--- src/rtl/vpu_dst_port_if.sv ---
// Bundle of descriptor, result and writeback signals for vpu_dst_port.
// slave = the port itself, master = the surrounding VPU / register file side.
interface vpu_dst_port_if #(
  parameter int OPERAND_WIDTH  = 32,
  parameter int LANES          = 4,
  parameter int FIFO_DEPTH_LG2 = 2,
  parameter int ADDR_WIDTH     = 5
);
  logic                             cmd_valid_i;
  logic                             cmd_ready_o;
  logic [ADDR_WIDTH-1:0]            cmd_addr_i;
  logic [7:0]                       cmd_len_i;
  logic                             done_i;
  logic [OPERAND_WIDTH-1:0]         result_i;
  logic                             wb_valid_o;
  logic                             wb_ready_i;
  logic [ADDR_WIDTH-1:0]            wb_addr_o;
  logic [LANES*OPERAND_WIDTH-1:0]   wb_data_o;
  logic [LANES-1:0]                 wb_mask_o;
  logic                             wb_last_o;
  logic [FIFO_DEPTH_LG2:0]          fifo_free_o;
  logic                             busy_o;
  logic                             overflow_o;

  // cmd and wb are valid/ready: a transfer happens on a rising edge where both are high;
  // once valid is raised, valid and payload stay stable until ready is seen.
  // done_i/result_i carry no ready: every done pulse must be absorbed.
  modport slave (
    input  cmd_valid_i, cmd_addr_i, cmd_len_i, done_i, result_i, wb_ready_i,
    output cmd_ready_o, wb_valid_o, wb_addr_o, wb_data_o, wb_mask_o, wb_last_o,
           fifo_free_o, busy_o, overflow_o
  );

  modport master (
    output cmd_valid_i, cmd_addr_i, cmd_len_i, done_i, result_i, wb_ready_i,
    input  cmd_ready_o, wb_valid_o, wb_addr_o, wb_data_o, wb_mask_o, wb_last_o,
           fifo_free_o, busy_o, overflow_o
  );
endinterface

--- src/rtl/vpu_dst_port.sv ---
// VPU destination port: packs per-element results into LANES-wide beats and writes them back via a beat FIFO.
// Optional macro VPU_DST_PORT_ZERO_FILL_EN forces unmasked lanes of every beat to zero.
module vpu_dst_port #(
  parameter int OPERAND_WIDTH  = 32,
  parameter int LANES          = 4,
  parameter int FIFO_DEPTH_LG2 = 2,
  parameter int ADDR_WIDTH     = 5
) (
  input  logic          clk,
  input  logic          rst,
  vpu_dst_port_if.slave bus,
  output logic [1:0]    state_dbg
);
  localparam int LANE_W = $clog2(LANES);
  localparam int DEPTH  = 1 << FIFO_DEPTH_LG2;
  localparam int OCC_W  = FIFO_DEPTH_LG2 + 1;
  localparam int DATA_W = LANES * OPERAND_WIDTH;

  typedef enum logic [1:0] {IDLE = 2'd0, COLLECT = 2'd1, DRAIN = 2'd2} state_t;
  state_t state, state_nxt;

  logic [ADDR_WIDTH-1:0]     cur_addr;
  logic [7:0]                len_q, elem_cnt, elem_inc;
  logic [LANE_W-1:0]         lane_idx;
  logic [DATA_W-1:0]         pack_q, pack_nxt, push_data;
  logic [LANES-1:0]          mask_q, mask_nxt;

  logic [DATA_W-1:0]         data_mem [DEPTH];
  logic [ADDR_WIDTH-1:0]     addr_mem [DEPTH];
  logic [LANES-1:0]          mask_mem [DEPTH];
  logic                      last_mem [DEPTH];
  logic [FIFO_DEPTH_LG2-1:0] wr_ptr, rd_ptr;
  logic [OCC_W-1:0]          occ, occ_nxt, free_q;
  logic                      valid_q, overflow_q;

  logic cmd_fire, collect, stray_done, at_last, push_req, push_ok, pop, full;

  always_comb begin
    cmd_fire   = bus.cmd_valid_i && (state == IDLE);
    collect    = bus.done_i && (state == COLLECT);
    stray_done = bus.done_i && (state != COLLECT);
    elem_inc   = elem_cnt + 8'd1;
    at_last    = (elem_inc == len_q);
    pack_nxt   = pack_q;
    for (int l = 0; l < LANES; l++) begin
      if (lane_idx == LANE_W'(l)) pack_nxt[l*OPERAND_WIDTH +: OPERAND_WIDTH] = bus.result_i;
    end
    mask_nxt  = mask_q | (LANES'(1) << lane_idx);
    push_data = pack_nxt;
`ifdef VPU_DST_PORT_ZERO_FILL_EN
    for (int l = 0; l < LANES; l++) begin
      if (!mask_nxt[l]) push_data[l*OPERAND_WIDTH +: OPERAND_WIDTH] = '0;
    end
`endif
    push_req = collect && ((lane_idx == LANE_W'(LANES - 1)) || at_last);
    pop      = valid_q && bus.wb_ready_i;
    full     = (occ == OCC_W'(DEPTH));
    // A full FIFO still takes the beat when the head leaves in the same cycle.
    push_ok  = push_req && (!full || pop);
    occ_nxt  = occ + OCC_W'(push_ok) - OCC_W'(pop);

    state_nxt = state;
    case (state)
      IDLE:    if (cmd_fire) state_nxt = COLLECT;
      COLLECT: if (push_req && at_last) state_nxt = DRAIN;
      DRAIN:   if (!valid_q) state_nxt = IDLE;
      default: state_nxt = IDLE;
    endcase
  end

  always_ff @(posedge clk) begin
    if (rst) begin
      state      <= IDLE;
      cur_addr   <= '0;
      len_q      <= 8'd1;
      elem_cnt   <= '0;
      lane_idx   <= '0;
      pack_q     <= '0;
      mask_q     <= '0;
      wr_ptr     <= '0;
      rd_ptr     <= '0;
      occ        <= '0;
      free_q     <= OCC_W'(DEPTH);
      valid_q    <= 1'b0;
      overflow_q <= 1'b0;
      for (int i = 0; i < DEPTH; i++) begin
        data_mem[i] <= '0;
        addr_mem[i] <= '0;
        mask_mem[i] <= '0;
        last_mem[i] <= 1'b0;
      end
    end else begin
      state <= state_nxt;
      if (cmd_fire) begin
        cur_addr <= bus.cmd_addr_i;
        len_q    <= (bus.cmd_len_i == 8'd0) ? 8'd1 : bus.cmd_len_i;
        elem_cnt <= '0;
        lane_idx <= '0;
        mask_q   <= '0;
      end
      if (collect) begin
        elem_cnt <= elem_inc;
        if (push_req) begin
          cur_addr <= cur_addr + ADDR_WIDTH'(1);
          lane_idx <= '0;
          mask_q   <= '0;
`ifdef VPU_DST_PORT_ZERO_FILL_EN
          pack_q   <= '0;
`else
          pack_q   <= pack_nxt;
`endif
        end else begin
          lane_idx <= lane_idx + LANE_W'(1);
          mask_q   <= mask_nxt;
          pack_q   <= pack_nxt;
        end
      end
      // A dropped beat or a result arriving outside an op is unrecoverable; flag it until reset.
      if (stray_done || (push_req && !push_ok)) overflow_q <= 1'b1;
      if (push_ok) begin
        data_mem[wr_ptr] <= push_data;
        addr_mem[wr_ptr] <= cur_addr;
        mask_mem[wr_ptr] <= mask_nxt;
        last_mem[wr_ptr] <= at_last;
        wr_ptr           <= wr_ptr + FIFO_DEPTH_LG2'(1);
      end
      if (pop) rd_ptr <= rd_ptr + FIFO_DEPTH_LG2'(1);
      occ     <= occ_nxt;
      valid_q <= (occ_nxt != '0);
      free_q  <= OCC_W'(DEPTH) - occ_nxt;
    end
  end

  assign bus.cmd_ready_o = (state == IDLE);
  assign bus.busy_o      = (state != IDLE);
  assign bus.wb_valid_o  = valid_q;
  assign bus.wb_addr_o   = addr_mem[rd_ptr];
  assign bus.wb_data_o   = data_mem[rd_ptr];
  assign bus.wb_mask_o   = mask_mem[rd_ptr];
  assign bus.wb_last_o   = last_mem[rd_ptr];
  assign bus.fifo_free_o = free_q;
  assign bus.overflow_o  = overflow_q;
  assign state_dbg       = state;
endmodule

--- src/flat_wrapper.sv ---
// flat-port wrapper written by rule: the top's interface ports become plain ports
module vpu_dst_port_flat 
#(
  parameter int OPERAND_WIDTH  = 32,
  parameter int LANES          = 4,
  parameter int FIFO_DEPTH_LG2 = 2,
  parameter int ADDR_WIDTH     = 5
)
  (clk, rst, state_dbg, bus_cmd_valid_i, bus_cmd_addr_i, bus_cmd_len_i, bus_done_i, bus_result_i, bus_wb_ready_i, bus_cmd_ready_o, bus_wb_valid_o, bus_wb_addr_o, bus_wb_data_o, bus_wb_mask_o, bus_wb_last_o, bus_fifo_free_o, bus_busy_o, bus_overflow_o);
  vpu_dst_port_if #(.OPERAND_WIDTH(OPERAND_WIDTH), .LANES(LANES), .FIFO_DEPTH_LG2(FIFO_DEPTH_LG2), .ADDR_WIDTH(ADDR_WIDTH)) bus_i ();
  input  logic clk;
  input  logic rst;
  output logic [1:0] state_dbg;
  input wire logic [$bits(bus_i.cmd_valid_i)-1:0] bus_cmd_valid_i;
  input wire logic [$bits(bus_i.cmd_addr_i)-1:0] bus_cmd_addr_i;
  input wire logic [$bits(bus_i.cmd_len_i)-1:0] bus_cmd_len_i;
  input wire logic [$bits(bus_i.done_i)-1:0] bus_done_i;
  input wire logic [$bits(bus_i.result_i)-1:0] bus_result_i;
  input wire logic [$bits(bus_i.wb_ready_i)-1:0] bus_wb_ready_i;
  output wire logic [$bits(bus_i.cmd_ready_o)-1:0] bus_cmd_ready_o;
  output wire logic [$bits(bus_i.wb_valid_o)-1:0] bus_wb_valid_o;
  output wire logic [$bits(bus_i.wb_addr_o)-1:0] bus_wb_addr_o;
  output wire logic [$bits(bus_i.wb_data_o)-1:0] bus_wb_data_o;
  output wire logic [$bits(bus_i.wb_mask_o)-1:0] bus_wb_mask_o;
  output wire logic [$bits(bus_i.wb_last_o)-1:0] bus_wb_last_o;
  output wire logic [$bits(bus_i.fifo_free_o)-1:0] bus_fifo_free_o;
  output wire logic [$bits(bus_i.busy_o)-1:0] bus_busy_o;
  output wire logic [$bits(bus_i.overflow_o)-1:0] bus_overflow_o;
  assign bus_i.cmd_valid_i = bus_cmd_valid_i;
  assign bus_i.cmd_addr_i = bus_cmd_addr_i;
  assign bus_i.cmd_len_i = bus_cmd_len_i;
  assign bus_i.done_i = bus_done_i;
  assign bus_i.result_i = bus_result_i;
  assign bus_i.wb_ready_i = bus_wb_ready_i;
  assign bus_cmd_ready_o = bus_i.cmd_ready_o;
  assign bus_wb_valid_o = bus_i.wb_valid_o;
  assign bus_wb_addr_o = bus_i.wb_addr_o;
  assign bus_wb_data_o = bus_i.wb_data_o;
  assign bus_wb_mask_o = bus_i.wb_mask_o;
  assign bus_wb_last_o = bus_i.wb_last_o;
  assign bus_fifo_free_o = bus_i.fifo_free_o;
  assign bus_busy_o = bus_i.busy_o;
  assign bus_overflow_o = bus_i.overflow_o;
  vpu_dst_port #(.OPERAND_WIDTH(OPERAND_WIDTH), .LANES(LANES), .FIFO_DEPTH_LG2(FIFO_DEPTH_LG2), .ADDR_WIDTH(ADDR_WIDTH)) u_core (.clk(clk), .rst(rst), .bus(bus_i), .state_dbg(state_dbg));
endmodule
--- config.mk ---
export PLATFORM = sky130hd
export DESIGN_NAME = vpu_dst_port_flat
export DESIGN_NICKNAME = d
export VERILOG_FILES = /design/src/rtl/vpu_dst_port_if.sv /design/src/rtl/vpu_dst_port.sv /design/src/flat_wrapper.sv
export SDC_FILE = /design/constraint.sdc
export NUM_CORES = 1
export LEC_CHECK = 0
export ABC_CLOCK_PERIOD_IN_PS = 7500
export CAP_MARGIN = 15
export CORE_MARGIN = 8
export CORE_UTILIZATION = 35
export DETAILED_ROUTE_END_ITERATION = 8
export PLACE_DENSITY = 0.49
export SLEW_MARGIN = 20
export SYNTH_ARGS = -nofsm -noshare
export SYNTH_HDL_FRONTEND = slang
export SYNTH_SLANG_ARGS = --single-unit
--- constraint.sdc ---
create_clock -name clk -period 7.5 [get_ports clk]
set_input_delay 1.875 -clock clk [delete_from_list [all_inputs] [get_ports clk]]
set_output_delay 1.875 -clock clk [all_outputs]
set_load 0.01 [all_outputs]
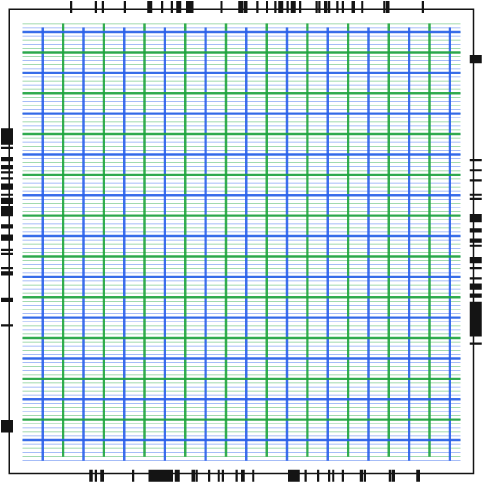
**Above:** run 1 (floorplan with the power grid).
Scale: 1.5 px per um. Pins as bars on the die edge.
Blue marks VSS. Green marks VDD.
108 met1 rails follow the rows. The core has 107 rows. 21 straps on met4. 197 signal pins sit on the boundary. 21 straps on met5.

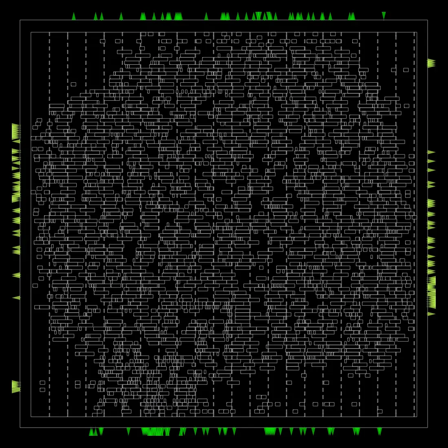
**Above:** run 1 (cell outlines without signal wires).
Rows: 107
Filler cells: 7,775
Seq area share: 55.61%
core box area: 85,010 um^2
final core utilization: 42.28%

==> out/results.tsv, run 1 <==
metric	value	unit
status	finished clean	
dieWidth	308.5	um
final.period_utilization	69.14	%
worstPathArrival	5.50	ns
rsz0062_at_grt	false	
htree_levels	3	
finClkSkew	0.01708	ns
crit_chain	clkdlybuf4s50_1 > inv_1 > or2_2 > nor2_1 > nand4_1 > nand2b_4 > buf_4	
syn_area	29940	um^2
switching_share	25.39	%
ys_cells	2172	
root_buffer	clkbuf_16	
synthArstFlopShare	0	%
layout.cells.most_common_list	702 x nor2_1, 552 x edfxtp_1, 195 x clkdlybuf4s50_1, 168 x dfxtp_1, 138 x mux4_2	
clock_latency	0.63	ns
total_power	0.01020	W
crit_required	7.81	ns
place_area	33190	um^2
hp-class	reg2reg	
cts_hold_buf	0	
cp_slowest_cell	nand2b_4	
cts_resized	0	
drtAntennaViolNets	0	
netlist_instances	2172	
top_area_cell	edfxtp_1	
edf_count	552	
clockBufferDepth	3	
ys_sh_aoi	4.735	%
dp_slack	1.623	ns
drive_gt1_share	13.81	%
numCtsBuffers	82	
hold_viol_final	0	
synth_top_area_share	55.37	%
topCellsByArea	edfxtp_1 55%, dfxtp_1 11%, mux4_2 10%	
ys.flop_type	edfxtp_1	
io_buffer_count	196	
ys.flops	722	
antenna_found_initial	2	
relSlewSlack	28.86	%
cts.sinks	722	
leakagePower	11.94	nW
fmax	192.9	MHz
grt_pass1_vias	18920	
intPower	0.007612	W
grt_max_degree	204	
finalCriticalPeriod	5.185	ns
fin_setup_tns	0	ns
ios	197	
fp_nets	2233	
layoutNonFillerInstCount	3535	
nNetsFinal	2384	
floorplan.core_util	35.22	%
end_kind	register	
vias	18370	
syn_avg_cell_area	13.78	um^2
cts_setup_buffers	0	
worst_hold_startpoint	u_core.len_q[4]	
worst_slack	2.315	ns
power_density	283.9	nW/um^2
synth.logic.top_family	multiplexers	
cp.buffers_inverters	3	
crit_path_max_fanout	40	
crit_path_max_incr_delay	0.82	ns
chip_area	95150	um^2
dieHeight	308.5	um
synth_cell_types	60	
critPathKind	in2reg	
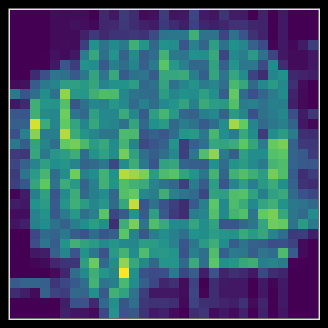
**Above:** run 1 (routed metal per tile).
Scale: 1 px per um. The die is cut into 31 by 31 equal tiles; dark purple is low, yellow is high, scaled to the fullest tile. Values are wire area over tile area, all layers added.
26% of the tiles are over half the peak. The mean over all tiles is 0.14. The fullest tile reaches 0.42. 10% of the tiles are nearly empty.

## run 1: cells by family after synthesis
group,count (synthesis)
compound gates,193
xor+xnor,13
fa+ha+maj,11
buf+inv,176
flops,722
mux,267
simple gates,790
## run 1: state kept, by name (all words and copies together) (netlist names), 3 cells and up, named ones only
register and cells:
u_core.addr_mem 20, u_core.bus.fifo_free_o 3, u_core.cur_addr 5, u_core.data_mem 512
u_core.elem_cnt 8, u_core.last_mem 4, u_core.len_q 8, u_core.mask_mem 16
u_core.mask_q 4, u_core.pack_q 128
## run 1: synth_stat cells, drive strengths merged (10+ instances only)
| library cell | count |
|---|---|
| nand2 | 31 |
| ha | 10 |
| nand3 | 11 |
| a211oi | 131 |
| edfxtp | 552 |
| mux4 | 138 |
| nand2b | 11 |
| clkbuf | 83 |
| inv | 11 |
| dfxtp | 170 |
| buf | 82 |
| mux2i | 128 |
| a21oi | 26 |
| nor2 | 703 |
## run 1: final cells by class
class,count,area [um^2]
tap,1144,1431
multi-input combinational,1274,9300
clock buffer,114,2325
clock inverter,37,422.9
antenna,1,2.502
inverter,11,41.29
fill,7775,49070
timing repair buffer,232,2434
sequential,722,19990
## run 1: tightest hold or removal path: stages, from the launching register on
cell and delay, ns:
dfxtp_1 0.31, nand2_1 0.05, a21oi_1 0.05
## run 1: stage by stage
stage / hold WS (ns) / utilization, %
floorplan: 0.4304 / -
detailed placement: 0.4469 / 39.04
CTS: 0.4669 / 42.28
finish: 0.4684 / 42.28
global placement: 0.4516 / 39.04
global route: 0.4907 / 42.28
## run 1: final timing paths
kind                                               end  slack [ns]  cells after the start
worst min register to register         u_core.len_q[4]        0.47                      2
worst max-delay path            u_core.data_mem[1][74]        2.31                      7
worst max register to register  u_core.data_mem[1][74]        3.53                      7
worst min-delay path                   u_core.len_q[4]        0.47                      2
## run 1: power by group through the flow
stage | Combinational [W] | Clock [W] | Sequential, W
detailed placement | 0.00159 | 0 | 0.00470
floorplan | 0.000887 | 0 | 0.00466
global route | 0.00167 | 0.00430 | 0.00464
global placement | 0.00159 | 0 | 0.00469
CTS | 0.00160 | 0.00414 | 0.00462
finish | 0.00155 | 0.00404 | 0.00461
## run 1: layer usage
metal | vias up | track usage, % | wire length (um)
met4 | 2 | 5.646 | 2310
met1 | 9428 | 22.53 | 35550
met2 | 521 | 30.65 | 42420
met5 | - | 0 | 8
met3 | 115 | 3.202 | 4703
li1 | 8304 | - | -
**Run 1: layout detail**

Region (129, 191) to (179, 241) um. Cells in grey, sequential cells in the stronger grey; small squares are vias.
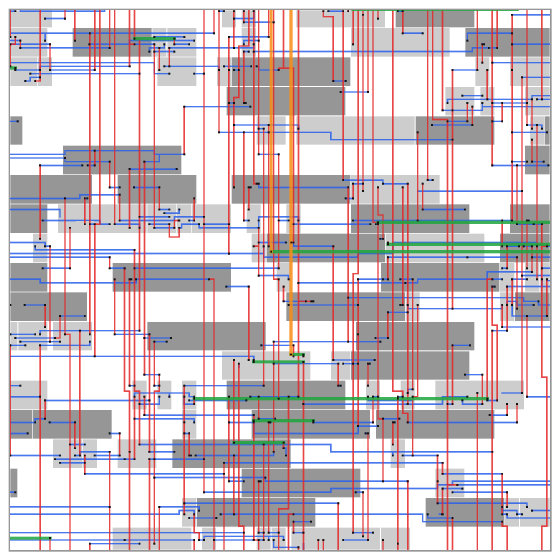

==> run 1 -> run 2 <==
ABC_CLOCK_PERIOD_IN_PS = 4800   (was 7500)
clock period = 4.8 ns   (was 7.5 ns; I/O delays follow)
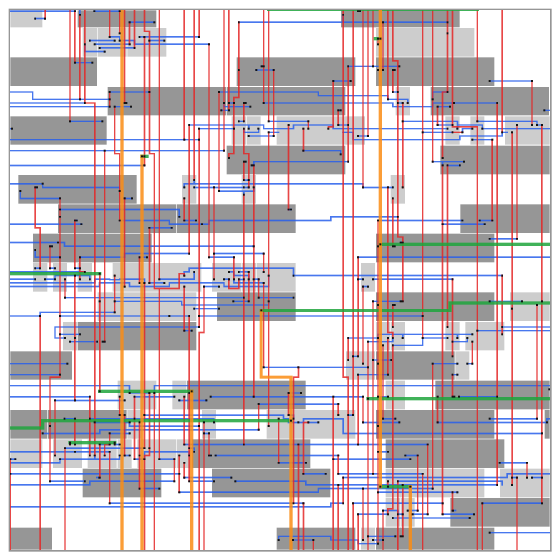
**Above:** run 2 (layout detail).
Region (129, 191) to (179, 241) um. Cells in grey, sequential cells in the stronger grey; small squares are vias.
Red marks met2. Green marks met3. Blue marks met1. Orange marks met4.
Sequential cells in the window: 33. Netlist names of flops here include u_core.data_mem (27), u_core.pack_q (6). Most frequent: nor2_1 (27), edfxtp_1 (27), dfxtp_1 (6). 79 logic cells have their middle in the window.

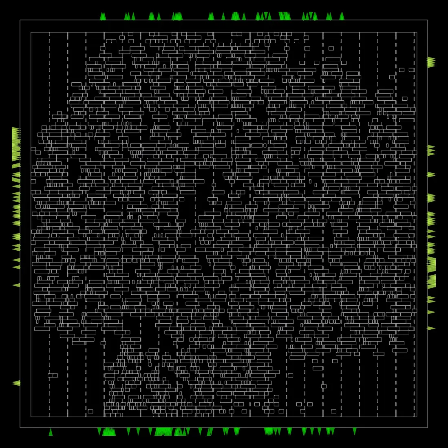
**Above:** run 2 (cell outlines without signal wires).
Non-Filler Instances: 3,550
registers: 722
final core utilization: 42.64%
Filler cells: 7,724
Seq area share: 55.13%

==> out/results.tsv, run 2 <==
metric	value	unit	change
cp_slowest_cell	dfxtp_4		
status	finished clean		
hold_viol_final	0		unchanged
fmax	237.9	MHz	
final.period_utilization	87.57	%	
critPathKind	reg2out		
grt_max_degree	101		-50%
cts.sinks	722		unchanged
synth_cell_types	60		unchanged
hp-class	reg2reg		
ys.flops	722		unchanged
top_register	u_core.data_mem		
syn_avg_cell_area	13.78	um^2	unchanged
grt.busiest_layer	met2		
edf_count	552		unchanged
finClkSkew	0.01662	ns	-0.0004639 ns
fin_setup_tns	0	ns	unchanged
fp_nets	2233		unchanged
synth_top_area_share	55.37	%	unchanged
ys_cells	2172		unchanged
grt_pass1_vias	19210		+1.5%
flop_area	19990	um^2	unchanged
drtAntennaViolNets	0		unchanged
place_area	33570	um^2	+1.1%
dp_slack	0.5627	ns	-1.060 ns
htree_levels	3		unchanged
core	85010	um^2	unchanged
r2r_slack	1.13	ns	-2.40 ns
crit_required	3.60	ns	-4.21 ns
dieHeight	308.5	um	unchanged
crit_path_max_fanout	24		-40%
layout.cells.most_common_list	702 x nor2_1, 552 x edfxtp_1, 195 x clkdlybuf4s50_1, 168 x dfxtp_1, 138 x mux4_2		
combGateArea	9310	um^2	+0.11%
drive_gt1_share	14.14	%	+0.33 points
ys.flop_type	edfxtp_1		
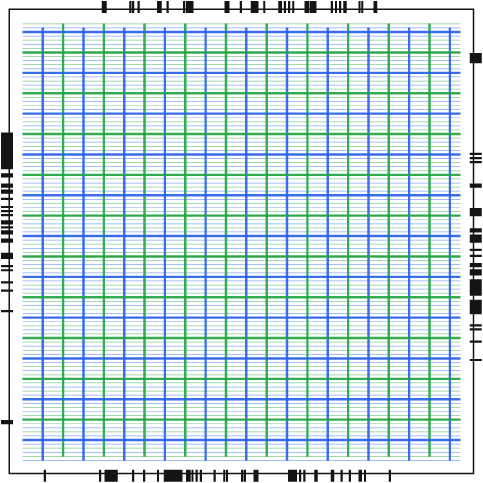
**Above:** run 2 (floorplan with the power grid).
Scale: 1.5 px per um. Pins as bars on the die edge.
Blue marks VSS. Green marks VDD.
21 straps on met4. 21 straps on met5. 108 met1 rails follow the rows. 197 signal pins sit on the boundary. The core has 107 rows.

[run 2: cell types whose count changed in the layout (fill, tap and decap cells not counted), moves of 3 or more]
| cell | previous run | this run |
|---|---|---|
| buf_12 | 16 | 35 |
| buf_4 | 20 | 17 |
| clkbuf_1 | 19 | 16 |
| clkinv_1 | 3 | 11 |
| clkinv_2 | 20 | 17 |
| clkinv_8 | 4 | 1 |
[run 2: area by class of cell]
cell class | count | area share, %
Sequential cell | 722 | 55.13
Multi-Input combinational cell | 1274 | 25.68
Timing Repair Buffer | 249 | 7.731
Clock buffer | 110 | 6.344
Tap cell | 1144 | 3.948
Clock inverter | 39 | 1.042
Inverter | 11 | 0.1139
Antenna cell | 1 | 0.006903
[run 2: cell families after synthesis]
kind of cell    after synthesis  synth area share, %
simple gates                790                10.45
flops                       722                66.74
mux                         267                14.70
compound gates              193                4.735
buf+inv                     176                2.512
xor+xnor                     13               0.3803
fa+ha+maj                    11               0.4848
[run 2: how the worst max path moves through the flow]
stage	startpoint	endpoint	slack, ns	depth (start not counted)
after detailed placement	bus_done_i	u_core.data_mem[0][71]	0.56	8
after CTS	register	bus_wb_data_o[18]	0.48	3
after global placement	bus_done_i	u_core.data_mem[0][41]	0.52	8
after floorplan	bus_done_i	u_core.addr_mem[3][0]	0.1	7
final	register	bus_wb_data_o[18]	0.60	3
after global routing	register	bus_wb_data_o[18]	0.41	3
[run 2: metrics by stage]
stage / hold WS [ns] / total power [W]
2_1_floorplan: 0.4304 / 0.008649
3_3_place_gp: 0.4532 / 0.009861
3_5_place_dp: 0.4518 / 0.009873
4_1_cts: 0.4680 / 0.01614
5_1_grt: 0.4966 / 0.01650
6_report: 0.4677 / 0.01590
[run 2: power by group through the flow]
| stage | sequential [W] | clock, W | combinational (W) |
|---|---|---|---|
| 2_1_floorplan | 0.00726 | 0 | 0.00139 |
| 3_3_place_gp | 0.00732 | 0 | 0.00254 |
| 3_5_place_dp | 0.00733 | 0 | 0.00254 |
| 4_1_cts | 0.00720 | 0.00638 | 0.00255 |
| 5_1_grt | 0.00723 | 0.00660 | 0.00267 |
| 6_report | 0.00720 | 0.00623 | 0.00247 |
[run 2: worst register-to-register path, cell delays in order, from the launching register on]
cell       delay, ns
dfxtp_1         0.58
nand3_2         0.14
or3_4           0.40
a2111oi_4       0.48
a31o_4          0.38
nand2_2         0.22
inv_2           0.13
ha_1            0.14
inv_1           0.05
fa_1            0.40
xor2_1          0.16
xnor2_1         0.14
ha_1            0.29
nand2b_1        0.05
[run 2: per-layer routing]
metal	vias up	share of wire [%]
met5	-	0.048
met4	6	3.4
met3	127	4.4
met2	446	50
met1	9445	42
li1	8343	-
Power and IR drop assume default switching activity.
